[src/rtl/timer_alarm_if.sv]
// Register-bus and interrupt bundle for timer_alarm: time base, write/read ports,
// interrupt acknowledge and the level interrupt.
interface timer_alarm_if #(
   parameter int WIDTH = 16
);
   logic [WIDTH-1:0] Time;
   logic             WrEn;
   logic [1:0]       WrAddr;
   logic [WIDTH-1:0] WrData;
   logic [1:0]       RdAddr;
   logic [WIDTH-1:0] RdData;
   logic             IrqAck;
   logic             Irq;

   modport master (
      output Time, WrEn, WrAddr, WrData, RdAddr, IrqAck,
      input  RdData, Irq
   );

   modport slave (
      input  Time, WrEn, WrAddr, WrData, RdAddr, IrqAck,
      output RdData, Irq
   );
endinterface

[src/rtl/timer_alarm.sv]
// Deadline alarm against a free-running time base: one-shot or drift-free periodic
// matches raise a level interrupt with pending/overrun status.
module timer_alarm #(
   parameter int WIDTH = 16
) (
   input logic         Clock,
   input logic         Reset,
   timer_alarm_if.slave bus
);
   typedef enum logic [0:0] {IDLE = 1'b0, ARMED = 1'b1} state_t;

   localparam logic [1:0]       ADDR_CTRL     = 2'd0;
   localparam logic [1:0]       ADDR_INTERVAL = 2'd1;
   localparam logic [1:0]       ADDR_DEADLINE = 2'd2;
   localparam logic [1:0]       ADDR_STATUS   = 2'd3;
   localparam logic [WIDTH-1:0] ZERO          = {WIDTH{1'b0}};

   state_t           state_r;
   state_t           state_nxt_s;
   logic [WIDTH-1:0] time_prev_r;
   logic [WIDTH-1:0] interval_r;
   logic [WIDTH-1:0] deadline_r;
   logic [WIDTH-1:0] deadline_nxt_s;
   logic [WIDTH-1:0] rd_data_r;
   logic [WIDTH-1:0] rd_mux_s;
   logic             periodic_r;
   logic             pending_r;
   logic             overrun_r;
   logic             irq_r;
   logic             enable_s;
   logic             tick_s;
   logic             match_s;
   logic             ctrl_wr_s;
   logic             intv_wr_s;
   logic             stat_wr_s;
   logic             arm_s;
   logic             rearm_s;
   logic             pending_nxt_s;
   logic             overrun_nxt_s;

   // Write decode, tick detection and deadline match
   always_comb begin
      tick_s    = (bus.Time != time_prev_r);
      ctrl_wr_s = bus.WrEn && (bus.WrAddr == ADDR_CTRL);
      intv_wr_s = bus.WrEn && (bus.WrAddr == ADDR_INTERVAL);
      stat_wr_s = bus.WrEn && (bus.WrAddr == ADDR_STATUS);
      arm_s     = (state_r == IDLE) && ctrl_wr_s && bus.WrData[0] && (interval_r != ZERO);
      rearm_s   = (state_r == ARMED) && intv_wr_s && (bus.WrData != ZERO);
      match_s   = (state_r == ARMED) && tick_s && (bus.Time == deadline_r);
   end

   // FSM state register
   always_ff @(posedge Clock or negedge Reset) begin
      if (!Reset) begin
         state_r <= IDLE;
      end else begin
         state_r <= state_nxt_s;
      end
   end

   // FSM next-state logic; register writes outrank a coincident match
   always_comb begin
      state_nxt_s = state_r;
      case (state_r)
         IDLE: begin
            if (arm_s) begin
               state_nxt_s = ARMED;
            end else begin
               state_nxt_s = IDLE;
            end
         end
         ARMED: begin
            if (ctrl_wr_s && !bus.WrData[0]) begin
               state_nxt_s = IDLE;
            end else if (intv_wr_s && (bus.WrData == ZERO)) begin
               state_nxt_s = IDLE;
            end else if (rearm_s) begin
               state_nxt_s = ARMED;
            end else if (match_s && !periodic_r) begin
               state_nxt_s = IDLE;
            end else begin
               state_nxt_s = ARMED;
            end
         end
         default: state_nxt_s = IDLE;
      endcase
   end

   // FSM outputs
   always_comb begin
      enable_s = (state_r == ARMED);
   end

   // Next deadline and status flags; periodic reload adds to the old deadline so no drift accrues
   always_comb begin
      if (arm_s) begin
         deadline_nxt_s = bus.Time + interval_r;
      end else if (rearm_s) begin
         deadline_nxt_s = bus.Time + bus.WrData;
      end else if (match_s && periodic_r && (state_nxt_s == ARMED)) begin
         deadline_nxt_s = deadline_r + interval_r;
      end else begin
         deadline_nxt_s = deadline_r;
      end
      pending_nxt_s = match_s | (pending_r & ~bus.IrqAck & ~(stat_wr_s & bus.WrData[0]));
      overrun_nxt_s = (match_s & pending_r & ~bus.IrqAck)
                    | (overrun_r & ~(stat_wr_s & bus.WrData[1]));
   end

   // Read-data source select
   always_comb begin
      case (bus.RdAddr)
         ADDR_CTRL:     rd_mux_s = {{(WIDTH-2){1'b0}}, periodic_r, enable_s};
         ADDR_INTERVAL: rd_mux_s = interval_r;
         ADDR_DEADLINE: rd_mux_s = deadline_r;
         ADDR_STATUS:   rd_mux_s = {{(WIDTH-2){1'b0}}, overrun_r, pending_r};
         default:       rd_mux_s = ZERO;
      endcase
   end

   // Datapath registers, status, and registered bus outputs
   always_ff @(posedge Clock or negedge Reset) begin
      if (!Reset) begin
         time_prev_r <= ZERO;
         interval_r  <= ZERO;
         deadline_r  <= ZERO;
         periodic_r  <= 1'b0;
         pending_r   <= 1'b0;
         overrun_r   <= 1'b0;
         rd_data_r   <= ZERO;
         irq_r       <= 1'b0;
      end else begin
         time_prev_r <= bus.Time;
         deadline_r  <= deadline_nxt_s;
         pending_r   <= pending_nxt_s;
         overrun_r   <= overrun_nxt_s;
         rd_data_r   <= rd_mux_s;
         irq_r       <= pending_nxt_s;
         if (intv_wr_s) begin
            interval_r <= bus.WrData;
         end
         if (ctrl_wr_s) begin
            periodic_r <= bus.WrData[1];
         end
      end
   end

   assign bus.RdData = rd_data_r;
   assign bus.Irq    = irq_r;
endmodule

[src/flat_wrapper.sv]
// flat-port wrapper written by rule: the top's interface ports become plain ports
module timer_alarm_flat 
#(
   parameter int WIDTH = 16
)
  (Clock, Reset, bus_Time, bus_WrEn, bus_WrAddr, bus_WrData, bus_RdAddr, bus_IrqAck, bus_RdData, bus_Irq);
  timer_alarm_if #(.WIDTH(WIDTH)) bus_i ();
  input logic Clock;
  input logic Reset;
  input wire logic [$bits(bus_i.Time)-1:0] bus_Time;
  input wire logic [$bits(bus_i.WrEn)-1:0] bus_WrEn;
  input wire logic [$bits(bus_i.WrAddr)-1:0] bus_WrAddr;
  input wire logic [$bits(bus_i.WrData)-1:0] bus_WrData;
  input wire logic [$bits(bus_i.RdAddr)-1:0] bus_RdAddr;
  input wire logic [$bits(bus_i.IrqAck)-1:0] bus_IrqAck;
  output wire logic [$bits(bus_i.RdData)-1:0] bus_RdData;
  output wire logic [$bits(bus_i.Irq)-1:0] bus_Irq;
  assign bus_i.Time = bus_Time;
  assign bus_i.WrEn = bus_WrEn;
  assign bus_i.WrAddr = bus_WrAddr;
  assign bus_i.WrData = bus_WrData;
  assign bus_i.RdAddr = bus_RdAddr;
  assign bus_i.IrqAck = bus_IrqAck;
  assign bus_RdData = bus_i.RdData;
  assign bus_Irq = bus_i.Irq;
  timer_alarm #(.WIDTH(WIDTH)) u_core (.Clock(Clock), .Reset(Reset), .bus(bus_i));
endmodule
[config.mk]
export PLATFORM = sky130hd
export DESIGN_NAME = timer_alarm_flat
export DESIGN_NICKNAME = d
export VERILOG_FILES = /design/src/rtl/timer_alarm_if.sv /design/src/rtl/timer_alarm.sv /design/src/flat_wrapper.sv
export SDC_FILE = /design/constraint.sdc
export NUM_CORES = 1
export LEC_CHECK = 0
export CAP_MARGIN = 40
export CORE_MARGIN = 5
export CORE_UTILIZATION = 55
export CTS_BUF_LIST = sky130_fd_sc_hd__clkbuf_8
export DETAILED_ROUTE_END_ITERATION = 10
export PLACE_DENSITY_LB_ADDON = 0.25
export SETUP_SLACK_MARGIN = 0.3
export SYNTH_ARGS = -nofsm -noshare
export SYNTH_HDL_FRONTEND = slang
export SYNTH_SLANG_ARGS = --single-unit
[constraint.sdc]
create_clock -name Clock -period 6.85 [get_ports Clock]
set_input_delay 1.37 -clock Clock [delete_from_list [all_inputs] [get_ports Clock]]
set_output_delay 1.37 -clock Clock [all_outputs]
set_load 0.03 [all_outputs]
==> results_slide.txt, run 1 <==
Flow Results at a Glance

Run status
  – Outcome: finished clean

Synthesis
  – Adder Area Share: 12.2%
  – Syn_area_per_cell: approximately 9.1 um2
  – Post-synth top area cell: dfrtp_1
  – Synth top area share: 33.4%
  – Top cells by area: dfrtp_1 33%, ha_1 11%, xnor2_1 6.5%
  – Gate count of the mapped netlist: 557
  – Synth Register Bits: 68
  – Area fraction in mux cells: 1.52%
  – Ys async rst share: 100%
  – Count leader, synth: dfrtp_1
  – Top cells by count, synth: 68 x dfrtp_1, 63 x nand2_1, 45 x ha_1
  – Post-synth EDFFs: 0
  – Cell Type Count: around 66
  – Synth Seq Share: 33.4%
  – Simple-Gate Fraction of Synth Area: between 15 and 20%
  – Yosys stat cell total: 557
  – Yosys warns: 0
  – AO/OA Area Share: 22.0%

Cells and area
  – Design area: 6010 um2
  – Top cells excl fill/tap: 68 x dfrtp_1, 63 x nand2_1, 55 x clkdlybuf4s50_1, 45 x ha_1, 38 x xnor2_1
  – N_diodes: 0
  – Nets@finish: 706
  – Most used logic cell in the final layout: dfrtp_1
  – Synthesis-to-layout area growth: 17.9%
  – Non-filler instance count after layout: 734

STA
  – Clk_skew: 8.64 ps
  – Final setup vio count: 0
  – RSZ-0062 raised after global routing: no
  – Period utilisation layout: between 50 and 60%
  – Peak Freq: approximately 250 MHz
  – WHS: ~540 ps
  – Hold Fails Final Rpt: 0

Global routing
  – Grt ovf: 0
  – GR Util met3: around 3.8%
  – Vias in the first global route: 4681

Worst hold path
  – Worst Hold Class: flip-flop to flip-flop
  – Hold worst-path end: u_core.overrun_r
  – Hold Crit Start: u_core.overrun_r

Power
  – Clock group power: about 0.35 mW
  – Cell-internal power: approximately 1.1 mW
  – Leakage power: 2.60 nW
  – Top power group: combinational cells
  – Comb. pwr: just under 0.9 mW
  – Peak supply drop: 159 uV

Critical path
  – RR Endpoint: u_core.deadline_r[14]
  – R2R Path Start: u_core.interval_r[0]
  – R2R setup slack: 3830 ps
  – Critical path type: input pin to flip-flop
  – Max incr delay on CP: 550 ps
  – CP Max Fanout: 5
  – CP Capture Type: flip-flop
  – Cells on worst reg2reg path: 11
  – Top delay family on crit path: AND-OR/OR-AND gates
  – Crit path from: bus_WrData[0]
  – Critical path arrival: 4250 ps
  – Critical Path End: u_core.deadline_r[14]
  – Worst path bufs/invs: 2

CTS
  – TritonCTS clock tree: done
  – Maximum clock path buffer count: 2
  – Postcts setup bufs: 0
  – Worst-Skew Late Latency: approximately 360 ps
  – CTS hold repair buffers: 0
  – Total CTS buffers: 9

Floorplanning
  – Die footprint: 11300 um2
  – Die height: 106 um
  – Core area: 9150 um2
  – Io pins: between 50 and 60
  – Floorplan core density: roughly 56%
  – Die width: 106 um
  – Cell Rows: 35

Detailed routing
  – WL met1: approximately 6400 um
  – Vias per Instance: between 6 and 7
  – Routed Antenna Nets: 0
  – DR WL met2: about 6700 um
  – Wire length on met3: about 1100 um
  – Residual DRC: 0
  – Avg WL per Cell: 20.0 um
  – Vias: 4646
  – DRT Pass-1 Iters: 5
  – WL final: roughly 15000 um
  – First DRT Iteration DRCs: 440

Run
  – MaxCap Viol Count: 0

Place
  – DP HPWL: 11600 um
  – IO buf count: between 50 and 60
[run 1: through the flow]
| step | worst slack (ps) | utilization [%] |
|---|---|---|
| 2_1_floorplan | 3470 | - |
| 3_3_place_gp | 2600 | 62.9 |
| 3_5_place_dp | 2550 | 63.4 |
| 4_1_cts | 2910 | 65.6 |
| 5_1_grt | 2680 | 65.6 |
| 6_report | 2820 | 65.6 |
[run 1: area by class of cell]
cell class                 instances  area (um2)  area share (%)
sequential                        68        1700            28.3
tap                              111         139            2.31
multi-input combinational        454        3260            54.2
clock buffer                      11         151            2.52
clock inverter                     5        51.3           0.854
inverter                          23        86.3            1.44
timing repair buffer              62         621            10.3
[run 1: tightest hold or removal path: cells and delay by family (launching register included)]
kind | cells | cell delay [ps]
compound gates | 2 | 160
flops | 1 | 360
Figure 1. Ports around the boundary (run 1).
Drawn at 4 px/um. Pins as bars across the die edge, other pins in gray.
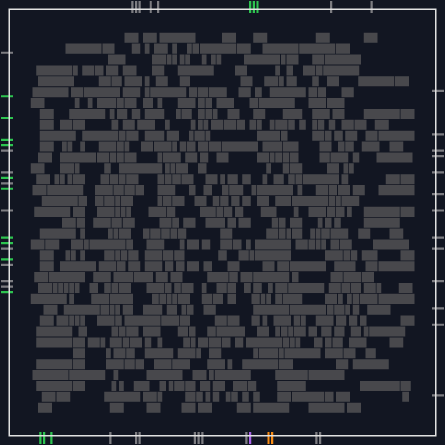
Purple shows `bus_Irq`, pins 1, direction output, edge bottom. Orange shows `bus_RdAddr`, pins 2, direction input, edge bottom. Green shows `bus_Time`, pins 16, direction input, edge 10 left, 3 bottom, 3 top.

Figure 2. Placed standard cells (run 1).
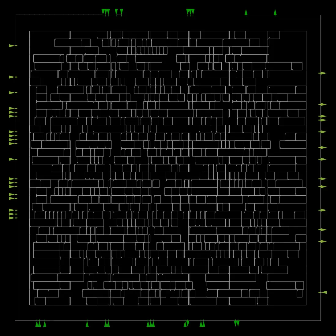
FF+latch count: 68
filler instances: 758

Figure 3. Wiring by layer (run 1).
Drawn at 4 px/um. Only two layers are drawn.
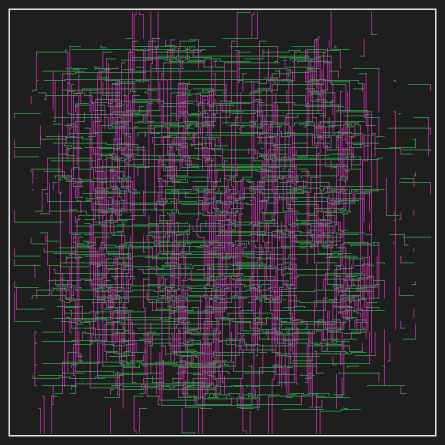
Green shows metal 1, wire length 6360 um. Magenta shows metal 2, wire length 6660 um.

==> run 2: changes to the inputs <==
- clock period: 6.85 -> 3.8 ns (I/O delays scaled with it)
Figure 4. Metal 2 (run 2).
Drawn at 4 px/um. Cells faint in the background.
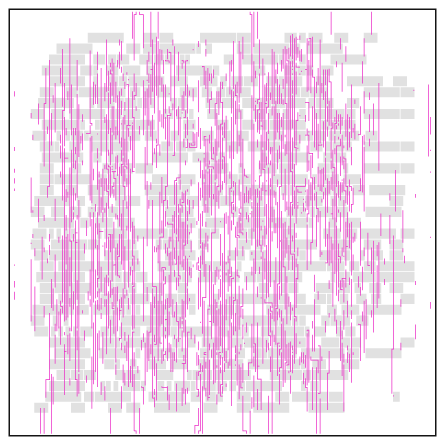
The layer holds 46% of the routed length. The longest straight run is 43.2 um. The layer carries 6870 um of wire. The wires run mostly vertical. 606 nets have wire on it.

Figure 5. Placed standard cells (run 2).
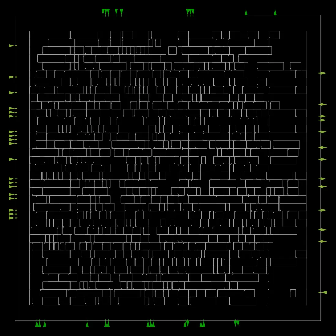
post-layout util: 66.1%
sequential share of cell area: 28.1%

==> results_slide.txt, run 2 <==
Flow Results at a Glance

Critical path
  – CP Capture Type: flip-flop
  – R2R Path Start: u_core.interval_r[0]
  – Crit path from: bus_Time[0]
  – R2R setup slack: 770 ps (-3060 ps)
  – Critical path arrival: 3530 ps (-720 ps)

Floorplanning
  – Die height: 106 um (unchanged)
  – Cell Rows: 35 (unchanged)
  – Core area: 9150 um2 (unchanged)

Cells and area
  – Design area: 6050 um2 (+0.75%)
  – Synthesis-to-layout area growth: 18.8%
  – Most used logic cell in the final layout: dfrtp_1
  – Invs w/o clock: 23 (unchanged)
  – Non-filler instance count after layout: 744 (+1.4%)
  – Multi-input gate area: 3260 um2 (about the same)
  – Nets@finish: 717 (+1.6%)
  – Mi-comb count: 454 (unchanged)
  – FF+latch count: 68 (unchanged)
  – Layout non-clock buf frac: 11.3% (+0.96 points)
  – Dominant kind of cell: logic gates
  – Top cells excl fill/tap: 68 x dfrtp_1, 63 x nand2_1, 55 x clkdlybuf4s50_1, 45 x ha_1, 38 x xnor2_1
  – Comb area share: 53.8% (-0.38 points)

Detailed routing
  – Routed Antenna Nets: 0 (unchanged)
  – First DRT Iteration DRCs: 329 (-25%)
  – DRT Pass-1 Iters: 8 (+3)
  – WL final: 15000 um (+1.7%)
  – Vias: 4741 (+2.0%)

Global routing
  – Vias in the first global route: 4699 (+0.38%)

Synthesis
  – Area fraction in mux cells: 1.52% (unchanged)
  – Cell Type Count: 66 (unchanged)
  – Synth top area share: 33.4% (unchanged)
  – Yosys stat cell total: 557 (unchanged)
  – Syn_area_per_cell: 9.14 um2 (unchanged)

STA
  – Hold Fails Final Rpt: 0 (unchanged)
  – Peak Freq: slightly above 300 MHz
  – Period utilisation layout: 86.6%
  – Clk_skew: 6.49 ps (-2.15 ps)
  – RSZ-0062 raised after global routing: no

CTS
  – Total CTS buffers: 9 (unchanged)
  – Worst-Skew Late Latency: 350 ps (about the same)

Run status
  – Outcome: finished clean

Run
  – MaxCap Viol Count: 0 (unchanged)

Place
  – IO buf count: 56 (unchanged)
## run 2: metal layers
layer,vias to the layer above,track usage (%),wire length [um]
li1,2209,-,-
met1,2256,38.4,6600
met2,235,43.2,6870
met3,41,4.74,1020
met4,0,10.4,461
met5,-,0,0
## run 2: worst reg2reg max path, delay by kind of cell (launching register included)
| kind | cells | cell delay, ps |
|---|---|---|
| and+or+nand+nor | 2 | 520 |
| DFF | 1 | 460 |
| adders and majority gates | 2 | 460 |
| buffers and inverters | 1 | 80 |
| AOI/OAI and AO/OA | 6 | 1390 |
## run 2: cells by family (layout without fill, tap and decap cells)
family	Yosys count	after routing
and+or+nand+nor	174	174
AOI/OAI and AO/OA	159	159
xor gates and xnor gates	68	68
DFF	68	68
adders and majority gates	48	48
buffers and inverters	35	111
muxes	5	5
==> run 3: changes to the inputs <==
- CORE_UTILIZATION: 55 -> 59
- clock period: 3.8 -> 3.7 ns (I/O delays scaled with it)
Figure 6. Wiring by layer (run 3).
Drawn at 4 px/um. Only two layers are drawn.
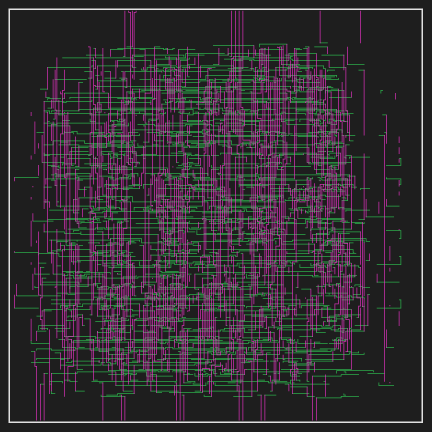
Green shows metal 1, wire length 6210 um. Magenta shows metal 2, wire length 6750 um.

Figure 7. Zoomed window (run 3).
Region (31, 31) to (71, 71) um. Cells in gray, sequential cells in the stronger gray; small squares are vias.
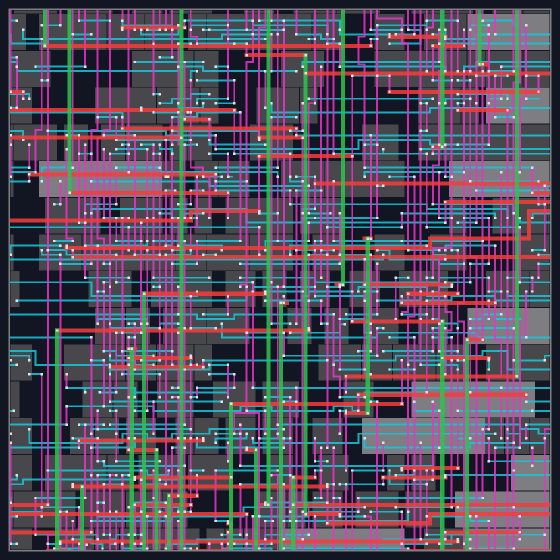
Cyan shows metal 1. Green shows metal 4. Red shows metal 3. Magenta shows metal 2.
139 logic cells have their middle in the window. Sequential cells in the window: 10. Most frequent: nor2_1 (12), xor2_1 (11). Netlist names of flops here include `u_core.deadline_r` (8).

==> results_slide.txt, run 3 <==
Flow Results at a Glance

Critical path
  – Max incr delay on CP: 590 ps
  – Crit path DRT: about 4000 ps
  – Cells on worst reg2reg path: 11
  – Critical path arrival: 3410 ps (-120 ps)
  – R2R setup slack: 630 ps (-140 ps)
  – CP Capture Type: flip-flop
  – Crit path from: bus_Time[2]
  – R2R Path Start: u_core.interval_r[0]
  – Critical Path End: u_core.deadline_r[14]

Cells and area
  – CLK BUF: 11
  – Non-filler instance count after layout: 738 (-0.81%)
  – Top cells excl fill/tap: 68 x dfrtp_1, 63 x nand2_1, 52 x clkdlybuf4s50_1, 45 x ha_1, 38 x xnor2_1
  – Nets@finish: 716 (-0.14%)
  – FF+latch count: 68 (unchanged)
  – Sequential share of cell area: 28.0% (-0.14 points)
  – Design area: 6080 um2 (+0.50%)
  – Mi-comb count: 454 (unchanged)
  – Synthesis-to-layout area growth: 19.4%
  – Dominant kind of cell: logic gates
  – Post-layout util: 73.3% (+7.2 points)
  – Comb area share: 53.5% (-0.29 points)
  – Most used logic cell in the final layout: dfrtp_1
  – Multi-input gate area: 3260 um2 (about the same)
  – Invs w/o clock: 23 (unchanged)
  – Layout non-clock buf frac: 11.6% (+0.27 points)

Detailed routing
  – Avg WL per Cell: just over 20 um
  – DRT Pass-1 Iters: 5 (-3)
  – Routed Antenna Nets: 0 (unchanged)
  – Vias: 4780 (+0.82%)
  – First DRT Iteration DRCs: 312 (-5.2%)
  – WL final: 15000 um (+0.46%)

Global routing
  – Antenna violations before repair: 0
  – Vias in the first global route: 4878 (+3.8%)
  – Largest net degree at the start of global routing: 46
  – Grt ovf: 0

CTS
  – Postcts setup bufs: 0
  – Total CTS buffers: 9 (unchanged)
  – Clock Pin Slew Worst Setup and Hold Paths: 80 ps
  – Worst-Skew Late Latency: 350 ps (about the same)
  – Clock sink count: approximately 70

Synthesis
  – Post-synth net total: 645
  – Gate count of the mapped netlist: 557
  – Cell Type Count: 66 (unchanged)
  – Synth Seq Share: between 30% and 40%
  – Cell Area, Synth: 5090 um2
  – Simple-Gate Fraction of Synth Area: 16.4%
  – Count leader, synth: dfrtp_1
  – Synth top area share: 33.4% (unchanged)
  – Area fraction in mux cells: 1.52% (unchanged)
  – Yosys stat cell total: 557 (unchanged)
  – Syn_area_per_cell: 9.14 um2 (unchanged)

STA
  – Setup tns final: 0 ps
  – Clk_skew: 12.9 ps (+6.45 ps)
  – Hold Fails Final Rpt: 0 (unchanged)
  – Slew Viols, Final: 0
  – RSZ-0062 raised after global routing: no
  – Peak Freq: 313 MHz
  – Final setup vio count: 0
  – Period utilisation layout: between 80 and 90%

Floorplanning
  – Core area: 8300 um2 (-9.3%)
  – Io pins: ~57
  – Cell Rows: 33 (-5.7%)
  – Die height: 103 um (-3.1%)

Power
  – Leakage power: 2.67 nW

Place
  – IO buf count: 56 (unchanged)
  – DP Area: just under 6000 um2
  – Worst slack at placement: 97.9 ps

Run status
  – Outcome: finished clean

Run
  – MaxCap Viol Count: 0 (unchanged)
## run 3: cell counts after synthesis
No cell type changed its count.
## run 3: routing by layer
metal | up-vias | GRT usage (%) | wire length [um]
met5 | - | 0 | 0
met4 | 0 | 14.6 | 666
met3 | 66 | 7.78 | 1400
met2 | 257 | 46.5 | 6750
met1 | 2248 | 39.5 | 6210
li1 | 2209 | - | -
## run 3: where the power goes
part | leakage (nW) | internal, mW | switching [mW] | total (mW)
clock | 0.107 | 0.344 | 0.293 | 0.637
sequential | 0.829 | 0.889 | 0.211 | 1.10
combinational | 1.74 | 0.724 | 0.931 | 1.66
total | 2.67 | 1.96 | 1.44 | 3.39
## run 3: timing repair
| action | CTS | global route |
|---|---|---|
| resized | 0 | 3 |
| hold buffers | 0 | 0 |
| setup endpoints to repair | 0 | 1 |
Power and IR drop assume default switching activity.
